`config.mk`:
```
export PLATFORM = sky130hd
export DESIGN_NAME = btn_event_classifier
export DESIGN_NICKNAME = d
export VERILOG_FILES = /design/src/rtl/btn_evt_pkg.sv /design/src/rtl/btn_tick_timer.sv /design/src/rtl/btn_event_classifier.sv
export SDC_FILE = /design/constraint.sdc
export NUM_CORES = 1
export LEC_CHECK = 0
export ABC_AREA = 1
export CAP_MARGIN = 20
export CORE_MARGIN = 3
export CORE_UTILIZATION = 55
export DETAILED_ROUTE_END_ITERATION = 10
export PLACE_DENSITY = 0.86
export SYNTH_ARGS = -nofsm -noshare
export SYNTH_HDL_FRONTEND = slang
export SYNTH_SLANG_ARGS = --single-unit
```
`constraint.sdc`:
```
create_clock -name clk -period 6.3 [get_ports clk]
set_input_delay 0.945 -clock clk [delete_from_list [all_inputs] [get_ports clk]]
set_output_delay 0.945 -clock clk [all_outputs]
set_load 0.05 [all_outputs]
```
`src/rtl/btn_evt_pkg.sv`:
```
// Shared types and elaboration helpers for the button gesture classifier.
package btn_evt_pkg;

  typedef enum logic [2:0] {
    ST_IDLE  = 3'd0,
    ST_HELD1 = 3'd1,
    ST_WAIT2 = 3'd2,
    ST_HELD2 = 3'd3,
    ST_LONG  = 3'd4
  } btn_state_e;

  function automatic int ms_to_ticks(input int ms, input int ce_hz);
    return (ms * ce_hz) / 1000;
  endfunction

  function automatic int clog2(input int value);
    int r = 0;
    while ((1 << r) < value) r++;
    return r;
  endfunction

endpackage

```
`src/rtl/btn_tick_timer.sv`:
```
// Clearable tick-gated saturating up-counter; hit flags the tick that reaches term.
module btn_tick_timer #(
  parameter int W = 8
) (
  input  logic         clk,
  input  logic         rst_n,
  input  logic         clr,
  input  logic         tick_ce,
  input  logic [W-1:0] term,
  output logic         hit
);

  logic [W-1:0] cnt;
  logic [W-1:0] base;
  logic [W:0]   base_inc;

  // A clear takes effect in the same cycle, so a coincident tick counts from zero.
  assign base     = clr ? '0 : cnt;
  assign base_inc = {1'b0, base} + {{W{1'b0}}, 1'b1};
  assign hit      = tick_ce && (base_inc >= {1'b0, term});

  always_ff @(posedge clk or negedge rst_n) begin
    if (!rst_n) begin
      cnt <= '0;
    end else if (tick_ce && (base != {W{1'b1}})) begin
      cnt <= base_inc[W-1:0];
    end else begin
      cnt <= base;
    end
  end

endmodule

```
`src/rtl/btn_event_classifier.sv`:
```
// Classifies debounced button gestures into short, double, long and auto-repeat pulses.
module btn_event_classifier
  import btn_evt_pkg::*;
#(
  parameter int CE_HZ     = 1000,
  parameter int LONG_MS   = 800,
  parameter int DOUBLE_MS = 300,
  parameter int REPEAT_MS = 100
) (
  input  logic       clk,
  input  logic       rst_n,
  input  logic       tick_ce,
  input  logic       pressed,
  input  logic       press_pulse,
  input  logic       release_pulse,
  output logic       short_pulse,
  output logic       double_pulse,
  output logic       long_pulse,
  output logic       repeat_pulse,
  output logic [2:0] state_o
);

  localparam int LONG_T = ms_to_ticks(LONG_MS, CE_HZ);
  localparam int DBL_T  = ms_to_ticks(DOUBLE_MS, CE_HZ);
  localparam int REP_T  = ms_to_ticks(REPEAT_MS, CE_HZ);
  localparam int MAX_LD = (LONG_T > DBL_T) ? LONG_T : DBL_T;
  localparam int MAX_T  = (MAX_LD > REP_T) ? MAX_LD : REP_T;
  localparam int W      = clog2(MAX_T + 1);

  if (LONG_T < 1 || DBL_T < 1 || REP_T < 1) begin : g_bad_ticks
    $error("btn_event_classifier: every tick constant must be at least 1");
  end

  btn_state_e   state;
  logic         tmr_clr;
  logic         hit;
  logic [W-1:0] term;
  logic         press_ev;
  logic         release_ev;

  // A release in the same cycle as a press wins; the press is dropped.
  assign press_ev   = press_pulse && !release_pulse;
  assign release_ev = release_pulse || !pressed;
  assign state_o    = state;

  always_comb begin
    term = W'(REP_T);
    if (state == ST_HELD1)      term = W'(LONG_T);
    else if (state == ST_WAIT2) term = W'(DBL_T);
  end

  btn_tick_timer #(.W(W)) u_timer (
    .clk    (clk),
    .rst_n  (rst_n),
    .clr    (tmr_clr),
    .tick_ce(tick_ce),
    .term   (term),
    .hit    (hit)
  );

  always_ff @(posedge clk or negedge rst_n) begin
    if (!rst_n) begin
      state        <= ST_IDLE;
      tmr_clr      <= 1'b0;
      short_pulse  <= 1'b0;
      double_pulse <= 1'b0;
      long_pulse   <= 1'b0;
      repeat_pulse <= 1'b0;
    end else begin
      tmr_clr      <= 1'b0;
      short_pulse  <= 1'b0;
      double_pulse <= 1'b0;
      long_pulse   <= 1'b0;
      repeat_pulse <= 1'b0;
      case (state)
        ST_IDLE: begin
          if (press_ev) begin
            state   <= ST_HELD1;
            tmr_clr <= 1'b1;
          end
        end
        ST_HELD1: begin
          if (release_ev) begin
            state   <= ST_WAIT2;
            tmr_clr <= 1'b1;
          end else if (hit) begin
            long_pulse <= 1'b1;
            state      <= ST_LONG;
            tmr_clr    <= 1'b1;
          end
        end
        ST_WAIT2: begin
          if (press_ev) begin
            double_pulse <= 1'b1;
            state        <= ST_HELD2;
          end else if (hit) begin
            short_pulse <= 1'b1;
            state       <= ST_IDLE;
          end
        end
        ST_HELD2: begin
          if (release_ev) state <= ST_IDLE;
        end
        ST_LONG: begin
          if (release_ev) begin
            state <= ST_IDLE;
          end else if (hit) begin
            repeat_pulse <= 1'b1;
            tmr_clr      <= 1'b1;
          end
        end
        default: state <= ST_IDLE;
      endcase
    end
  end

endmodule

```
Run 1, cells colored by class:
(8 px per µm)
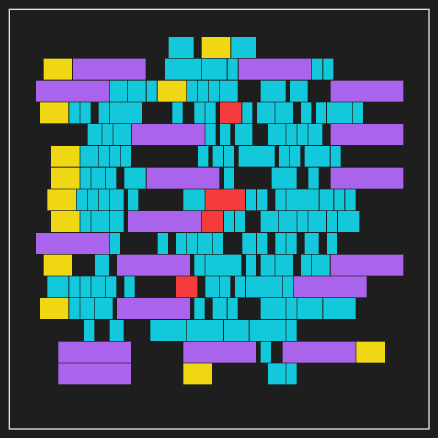
Key: other buffers and delay cells = yellow [cells 12, share of their area 9.1%]; combinational and other logic = cyan [cells 134, share of their area 54%]; flops = purple [cells 18, share of their area 34%]; clock drivers and dummy loads = red [cells 4, share of their area 2.7%]
number of core rows: 16
area inside the core boundary: 2000 µm²

Run 1, routing congestion:
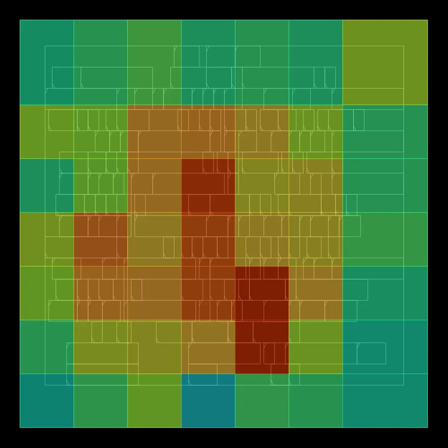
gr usage total: 22.5%
global-route met3 utilization: 2.85%
share of the core filled with cells: 67.8%
GR Util met1: 24.2%
routing layer with the top usage in global route: met2

Run 1, close-up of the layout:
Region (1, 27) to (26, 52) µm. Cells in gray, sequential cells in the stronger gray; small squares are vias.
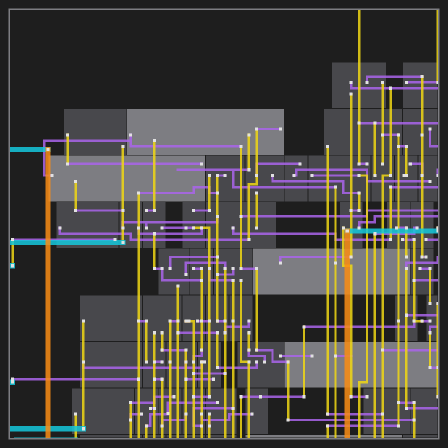
Key: metal 1 = purple; metal 2 = yellow; metal 3 = cyan; metal 4 = orange
Most frequent: inv_1 (10), nand2_1 (10), clkdlybuf4s50_1 (7). 47 logic cells have their middle in the window. Sequential cells in the window: 4.

run 1: placed cells by master, fill, tap and decap left out, drive strengths merged, types with 4 or more instances in the layout:
cell	n
dfrtp	18
o21ai	8
nand3	8
ha	7
nand4	4
nand2	46
nor2	20
clkdlybuf4s50	12
clkbuf	4
inv	23
run 1: sequential cells by signal, summed over array words and instances, names as in the netlist:
register      cells
short_pulse       1
long_pulse        1
repeat_pulse      1
u_timer.cnt      10
tmr_clr           1
state_o           3
double_pulse      1
run 1: cell families (layout without fill, tap and decap cells):
logic type      count (synthesis)  count (layout)  share of synthesized area, %
fa+ha+maj                       7               7                          7.43
compound gates                 16              16                          9.13
flops                          18              18                          38.2
simple gates                   83              83                          33.0
buf+inv                        24              39                          8.49
xor+xnor                        5               5                          3.72
run 1: final timing paths:
path	slack, ns	startpoint	end	cells past startpoint
worst max-delay path	3.45	tmr_clr$_DFF_PN0_	state_o[0]$_DFFE_PN0P_	17
worst min-delay path	0.59	u_timer.cnt[1]$_DFF_PN0_	u_timer.cnt[1]$_DFF_PN0_	2
worst max register to register	3.45	tmr_clr$_DFF_PN0_	state_o[0]$_DFFE_PN0P_	17
worst min register to register	0.59	u_timer.cnt[1]$_DFF_PN0_	u_timer.cnt[1]$_DFF_PN0_	2
max in group asynchronous	4.71	rst_n	u_timer.cnt[3]$_DFF_PN0_	1
min in group asynchronous	1.09	rst_n	u_timer.cnt[0]$_DFF_PN0_	1
run 1: metal layers:
layer	vias to the layer above	global-route usage [%]
met1	481	24.2
met2	22	43.4
li1	516	-
met5	-	0
met4	0	8.94
met3	7	2.85
run 1: area by class of cell:
type,count,area share (%)
multi-input cells,111,46.3
clock buffers,4,2.67
well taps,27,2.49
flip-flops and latches,18,33.2
inverters,23,6.54
repair buffers,12,8.85
==> run notes, run 1 <==
Entering global routing, the biggest net connects 19 pins. For the number of nets at floorplan, the log shows 166. Highest signal layer in the routed design: met4. Among all flip-flop cells after synthesis, the most frequent one is dfrtp_1. Number of antenna violations at the first check in global routing: 0. Per report_power, the combinational group accounts for 48.6% of the total.

Per the post-route antenna check, the number of violating nets is 0. In this design, the critical path's most frequently occurring cell is nand2_1. Summing all multi-input logic gate instances after layout gives 628 µm². Measured against its own limit, the worst slew margin works out to 46.1%. The tools report the startpoint type of the worst setup path as a register. Warnings reported by Yosys during synthesis add up to 0. Number of cells in the yosys synthesis report: 153. The run gives 1180 µm² for the synthesis area per yosys.

Sorting the synthesis cell report by count puts at the top nand2_1. The finished layout holds 195 standard cells, fillers aside. For the worst setup slack after placement, the log shows 3.54 ns. The length of routed met3 wiring was 87 µm.

The setup path with the least slack is of type register to register. For the final routed database, the setup TNS stands at 0 ns. The internal power of the cells is 0.000257 W.

The worst path uses 45.3% of the clock period. The number of different library cells used by synthesis comes to 25. The count of mapped cells out of synthesis is 153, and the post-layout minimum cycle time is 2.85 ns.

Per the GRT congestion report, total overflow comes to 0. The run gives 7.70 µm² for the average footprint of a synthesized cell. The run gives 0.000168 W for the power in sequential cells. The run gives 0.878 as the final weighted congestion in routability-driven placement.

The via count of the routed design was 1026; the total design power was 0.000474 W. The vertical die dimension works out to 52.3 µm. Master cell of the clock root buffer: clkbuf_4. The peak fanout along the critical path was 6. The script reports the combined buffer and inverter count of the critical path as 0. The run gives 1320 µm² as the instance area after placement. The flow ran to the end, and the final reports show no timing, DRC or antenna violations. For the total die area, the log shows 2730 µm².

With the via count of the first global-routing pass at 1058, the number of synthesized flops with an enable pin is 0. The tools report the boundary pin count as 13. The transition at the pin with the smallest max-transition slack came out at 0.806 ns. The final timing report gives a worst setup slack of 3.45 ns.

The tools report the number of nets in the finished design as 182. The required time of the critical path is 6.51 ns, and the fraction of the yosys area taken by sequential cells is 38.2%. The final hold violation count recorded for this run is 0. The number of antenna diodes in the final layout is 0. The detailed-routed wire length on met2 came out at 1.37 mm.

The flow reports that sequential cells draw 35.4% of the design power. After synthesis, the largest area contributor takes up 38.2% of total cell area. Class of the most critical hold timing path: register to register. By count the netlist is led by 39 x nand2_1, 21 x inv_1, 18 x dfrtp_1.

In this run the horizontal extent of the chip is 52.3 µm. Counting flops and latches in the post-synthesis netlist gives 18. For this run, asynchronously set or reset flops after synthesis account for 100%. TritonRoute reported its final design rule violation total as 0.

Once the floorplan was initialized, standard cells occupied 58.9% of the core. The main area contributors are dfrtp_1 38%, nand2_1 12%, ha_1 7.4%, inv_1 6.7%, nor2_1 4.8%. Setup repair after global routing left no endpoint under its margin. Sequential cell area in the final layout: 450 µm².

Across the routed clock network, the largest skew measured is 0.000829 ns. The script logs the mean routed wire length per placed instance as 13.4 µm. The later pin in the worst-skew pair is clocked with a latency of 0.31 ns. After detailed placement, the design holds a cell count of 191. The slowest stage of the critical path belongs to the cell dfrtp_1. With the placed wire-length estimate at 1.99 mm, the switching share of power is 45.8%. The tools report the worst vdd rail ir drop as 0.000308 V.

The mapped netlist covers 1180 µm². For this block, the routed nets add up to 2.61 mm of wire. The first global-routing pass estimated 4.53 mm of wire. The number of levels the H-tree was split into was 1. The clock-pin slew on the worst setup and hold paths was 0.11 ns.

TritonCTS built the clock tree. With the fraction of final layout cells with drive strength greater than 1 at 14.3%, the detailed-router iteration count before antenna repair is 4. In this run the maximum-capacitance check reported violations numbering 0. The total clock buffers created by CTS was 3; the fmax was 351 MHz. Per report_power, the top consumer among the power groups is combinational cells. Per the repair_timing log after CTS, setup buffers inserted total 0. In the final routing, the length of wire on met1 measures 1.10 mm.

The run gives 5.26 for the mean number of vias per cell. The report lists the cells along the critical path as nor2_1 -> ha_1 -> nand4_1 -> nor2_1 -> nand2_1 -> nor2_2 -> xnor2_1 -> ha_1 -> or2_2 -> nor2_2 -> nand2_1 -> nand2_1 -> nand2_2 -> nand2_4 -> nand2_2 -> nand3_1 -> nand2_1. In this run, the number of DRC markers left after iteration 0 of detailed routing was 23. With the power density over the cells at 349 nW/µm², the tally of OpenROAD warnings is 27.

After routing the design area is 1360 µm². The run gives 0.594 ns as the tightest hold margin. The maximum buffer depth of the clock tree was 2. The placement report lists the number of port buffers as 12. The tools report the leakage power summed over all cells as 0.673 nW. The cell type contributing the most total cell area after synthesis is dfrtp_1. The tally of filler cells in the layout came out at 166. STA classifies the critical path endpoint as a register. The run gives 18 for the number of clock sinks. The analysis attributes to net switching a power of 0.000217 W. Compared with the post-synthesis result, the final layout area differs by 15.2%. For this run, the final setup violation count is recorded as 0. The clock group share of total power is 16.0%, and the final max-slew violation count is 0. In this design, the stage delay of the slowest critical-path cell is 0.47 ns. The kind of cell with the highest combined delay along the critical path is simple AND/OR/NAND/NOR gates.

The clock network power was 0.0000759 W; the data arrival time of the critical path was 3.06 ns. Once the clock tree was built, the resizer swapped 0 gates to a different size. The flow reports power dissipated in combinational cells as 0.000230 W. In this run, post-CTS hold repair placed 0 buffers.
==> inputs of run 2 (changes only) <==
- clock period: 6.3 -> 2.98 ns (I/O delays scaled with it)
Run 2, drive-strength map:
(8 px per µm)
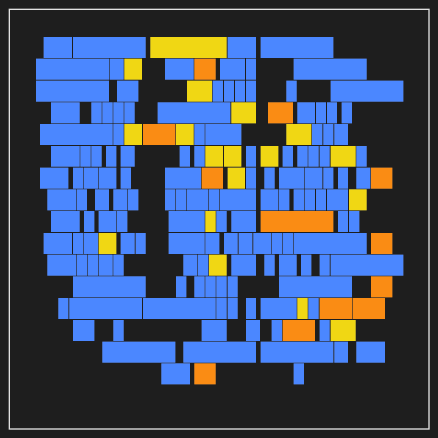
Key: _3 and _4 cells = orange [cells 12, share 7.1%]; _0 and _1 cells = blue [cells 140, share 82%, most used nand2_1]; _2 cells = yellow [cells 18, share 11%]

==> run notes, run 2 <==
More flip-flops sit in one register than any other, and that register is u_timer.cnt. On the reported timing paths, the clock transition at the registers reads 0.09 ns. The path class of the tightest hold or removal check is register to register.

The cell depth of the worst min-delay path came out at 2. The die span in x was 52.3 µm; the buffer-and-inverter tally for the worst setup path was 2. Endpoints failing hold in the final report were tallied at 0. The repair_antennas step left the layout with diodes totalling 0. In the Yosys report the total cell count is 153. Based on the critical path, the design can be clocked at up to 371 MHz. Number of cells traversed by the worst register-to-register path: 18. Per the post-route antenna check, the number of violating nets is 0.

Per the OpenROAD floorplan log, the area of the core is 2000 µm². Wire length of the first global-routing pass: 4.20 mm. The worst setup path is of the register to register kind. The final setup skew came out at 0.00288 ns. TritonCTS built the clock tree. The count of input and output buffers was 12. Counting flops with a built-in enable in the synthesized netlist gives 0. Counting every instance in the synthesized netlist gives 153. Yosys instantiated no cell more often than nand2_1. The logs give 21 for the number of DRC violations after detailed-routing iteration 0 and 0.598 ns for the tightest hold margin.

The tools report the total routed wirelength as 2.47 mm. The power report puts the leakage power at 0.675 nW. Setup repair after global routing left no endpoint under its margin. The tally of OpenROAD warnings was 27.

The fraction of registers with async set/reset works out to 100%. The top cell family by delay on the critical path was simple AND/OR/NAND/NOR gates. The most frequent logic cell in the layout was nand2_1. Post-route period utilization is reported as 90.5%. The routed design could run at a clock period as short as 2.70 ns.

The run gives 18 for the flip-flop and latch count after synthesis. The worst-case hold path end point was u_timer.cnt[1]$_DFF_PN0_. Looking at the critical path, the single cell with the biggest stage delay is dfrtp_2.

Per the synthesis report, the dominant area consumer among library cells is dfrtp_1. Summed over all nets, wire length on met2 after detailed routing comes to 1.23 mm. Per the OpenROAD floorplan log, the area of the die is 2730 µm².

The post-CTS resize count is 0. The remaining global-route overflow is 0, and the number of antenna violations at the first check in global routing is 0. Dividing total power by cell area gives a power density of 716 nW/µm².

Dividing the detail-routed via count by the number of cells gives 5.15. STA classifies the critical path startpoint as a register. Once the clock tree was built, the setup fixing pass inserted 0 buffers.

With the boundary pin count at 13, the number of levels the H-tree was split into is 1. The max-slew check reports its worst relative slack as 47.1%. The flow ran to the end, and the final reports show no timing, DRC or antenna violations. The logs give 0.159 ns for the worst setup slack after placement and 58.9% for the effective utilization at floorplan. Startpoint of the most critical register-to-register path: tmr_clr$_DFF_PN0_. The run gives 17.6% for the fraction of final layout cells with drive strength greater than 1.

By instance count after routing, the leading logic cell types are 39 x nand2_1, 20 x inv_1, 17 x dfrtp_1. The logs give 0 for the total DRC errors in the routed layout and 0.28 ns for the register-to-register setup slack. The CTS report gives the tree buffer count as 3.

The logs give 0 for the total of warnings raised by yosys and 0 for the final max-slew violation count. The commonest register cell after synthesis is dfrtp_1. The master cell of the clock root buffer was clkbuf_4.

The area recorded from the Yosys report for this design is 1180 µm². Sequential elements use 38.2% of the synthesized area. STA classifies the critical path endpoint as a register. The later pin in the worst-skew pair is clocked with a latency of 0.29 ns. Adding up every negative setup slack in the final design gives 0 ns.

The report lists the cells along the critical path as clkinv_4 -> nand2_4 -> inv_2 -> ha_4 -> nand4_1 -> nor2_1 -> nand2_1 -> nor2_2 -> xnor2_1 -> ha_1 -> or2_2 -> nor2_2 -> nand2_1 -> nand2_1 -> nand2_2 -> nand2_4 -> nor2_2 -> nand3b_1. Summed over all nets, wire length on met3 after detailed routing comes to 85 µm. According to the finish report, the design has a final net count of 185.

The logs give 1008 for the via count of the first global-routing pass and 0.000516 V for the worst vdd rail ir drop. Average footprint of a synthesized cell: 7.70 µm². Routed signal wires occupy layers up through met4. Summed over its instances, the top area cell type makes up 38.2% of the synthesized netlist area.

In the final report, the number of endpoints failing setup comes to 0. The count of different cell masters after synthesis is 25, and the placed wire-length estimate is 1.85 mm. The run gives 2 as the maximum buffer depth of the clock tree. After synthesis, the most frequently instantiated cells are 39 x nand2_1, 21 x inv_1, 18 x dfrtp_1. For the standard-cell row count, the log shows 16. The synthesis report lists the most area-consuming cells as dfrtp_1 38%, nand2_1 12%, ha_1 7.4%, inv_1 6.7%, nor2_1 4.8%. The total design power was 0.000996 W. The finished layout holds 197 standard cells, fillers aside. Across all setup checks in the final design, the least slack found is 0.282 ns.

For the required time of the critical path, the log shows 3.16 ns. The final weighted congestion in routability-driven placement was 0.868; the via count of the routed design was 1015. In this run the vertical extent of the chip is 52.3 µm. For this design, the CTS-stage hold fixing added 0 buffers. Detailed-router iteration count before antenna repair: 4. STA lists the startpoint of the worst hold path as u_timer.cnt[1]$_DFF_PN0_.

The post-route report lists met1 wire length as 1.11 mm.
Run 2, routing congestion:
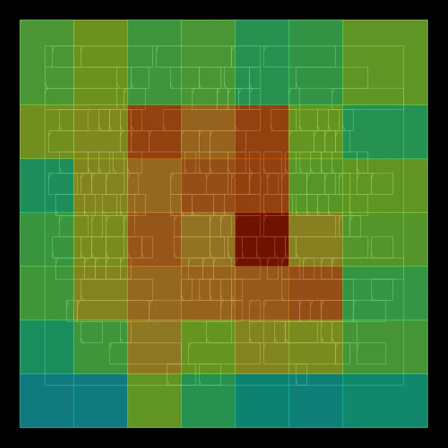
share of the core filled with cells: 69.4%
GR Util met1: 24.8%
gr usage total: 20.8%
Wirelength per Cell: 12.5 µm
global-route met3 utilization: 3.13%

## run 2: cell count changes in the layout (fill, tap and decap cells not counted), sizes merged
cell | before | now
buf | 0 | 3
clkbuf | 4 | 3
clkinv | 0 | 1
inv | 23 | 22
## run 2: kinds of logic (layout without fill, tap and decap cells)
family,count (synthesis),count (layout),synth area share (%)
AND-OR/OR-AND,16,16,9.13
XOR/XNOR,5,5,3.72
adder cells (fa/ha/maj),7,7,7.43
buffers and inverters,24,41,8.49
flip-flops,18,18,38.2
AND/OR/NAND/NOR,83,83,33.0
## run 2: worst max path at each step
| stage | end | slack [ns] | cells past startpoint | start |
|---|---|---|---|---|
| after floorplan | tmr_clr$_DFF_PN0_ | 0.49 | 16 | tmr_clr$_DFF_PN0_ |
| after global placement | state_o[0]$_DFFE_PN0P_ | 0.30 | 17 | tmr_clr$_DFF_PN0_ |
| after detailed placement | tmr_clr$_DFF_PN0_ | 0.16 | 16 | tmr_clr$_DFF_PN0_ |
| after CTS | tmr_clr$_DFF_PN0_ | 0.15 | 16 | tmr_clr$_DFF_PN0_ |
| after global routing | tmr_clr$_DFF_PN0_ | 0.004 | 19 | tmr_clr$_DFF_PN0_ |
| final | tmr_clr$_DFF_PN0_ | 0.28 | 18 | tmr_clr$_DFF_PN0_ |
## run 2: power breakdown
part | switching (W) | internal, W
registers | 0.0000651 | 0.000295
logic | 0.000315 | 0.000203
clock network | 0.0000706 | 0.0000471
total | 0.000451 | 0.000545
## run 2: area by class of cell
class | count | area (µm²)
Inverter | 23 | 91.3
Clock buffer | 3 | 22.5
Fill cell | 164 | 612
Timing Repair Buffer | 15 | 143
Tap cell | 27 | 33.8
Multi-Input combinational cell | 111 | 648
Sequential cell | 18 | 452
No activity file was given, so power comes from the tool's default toggle rates.
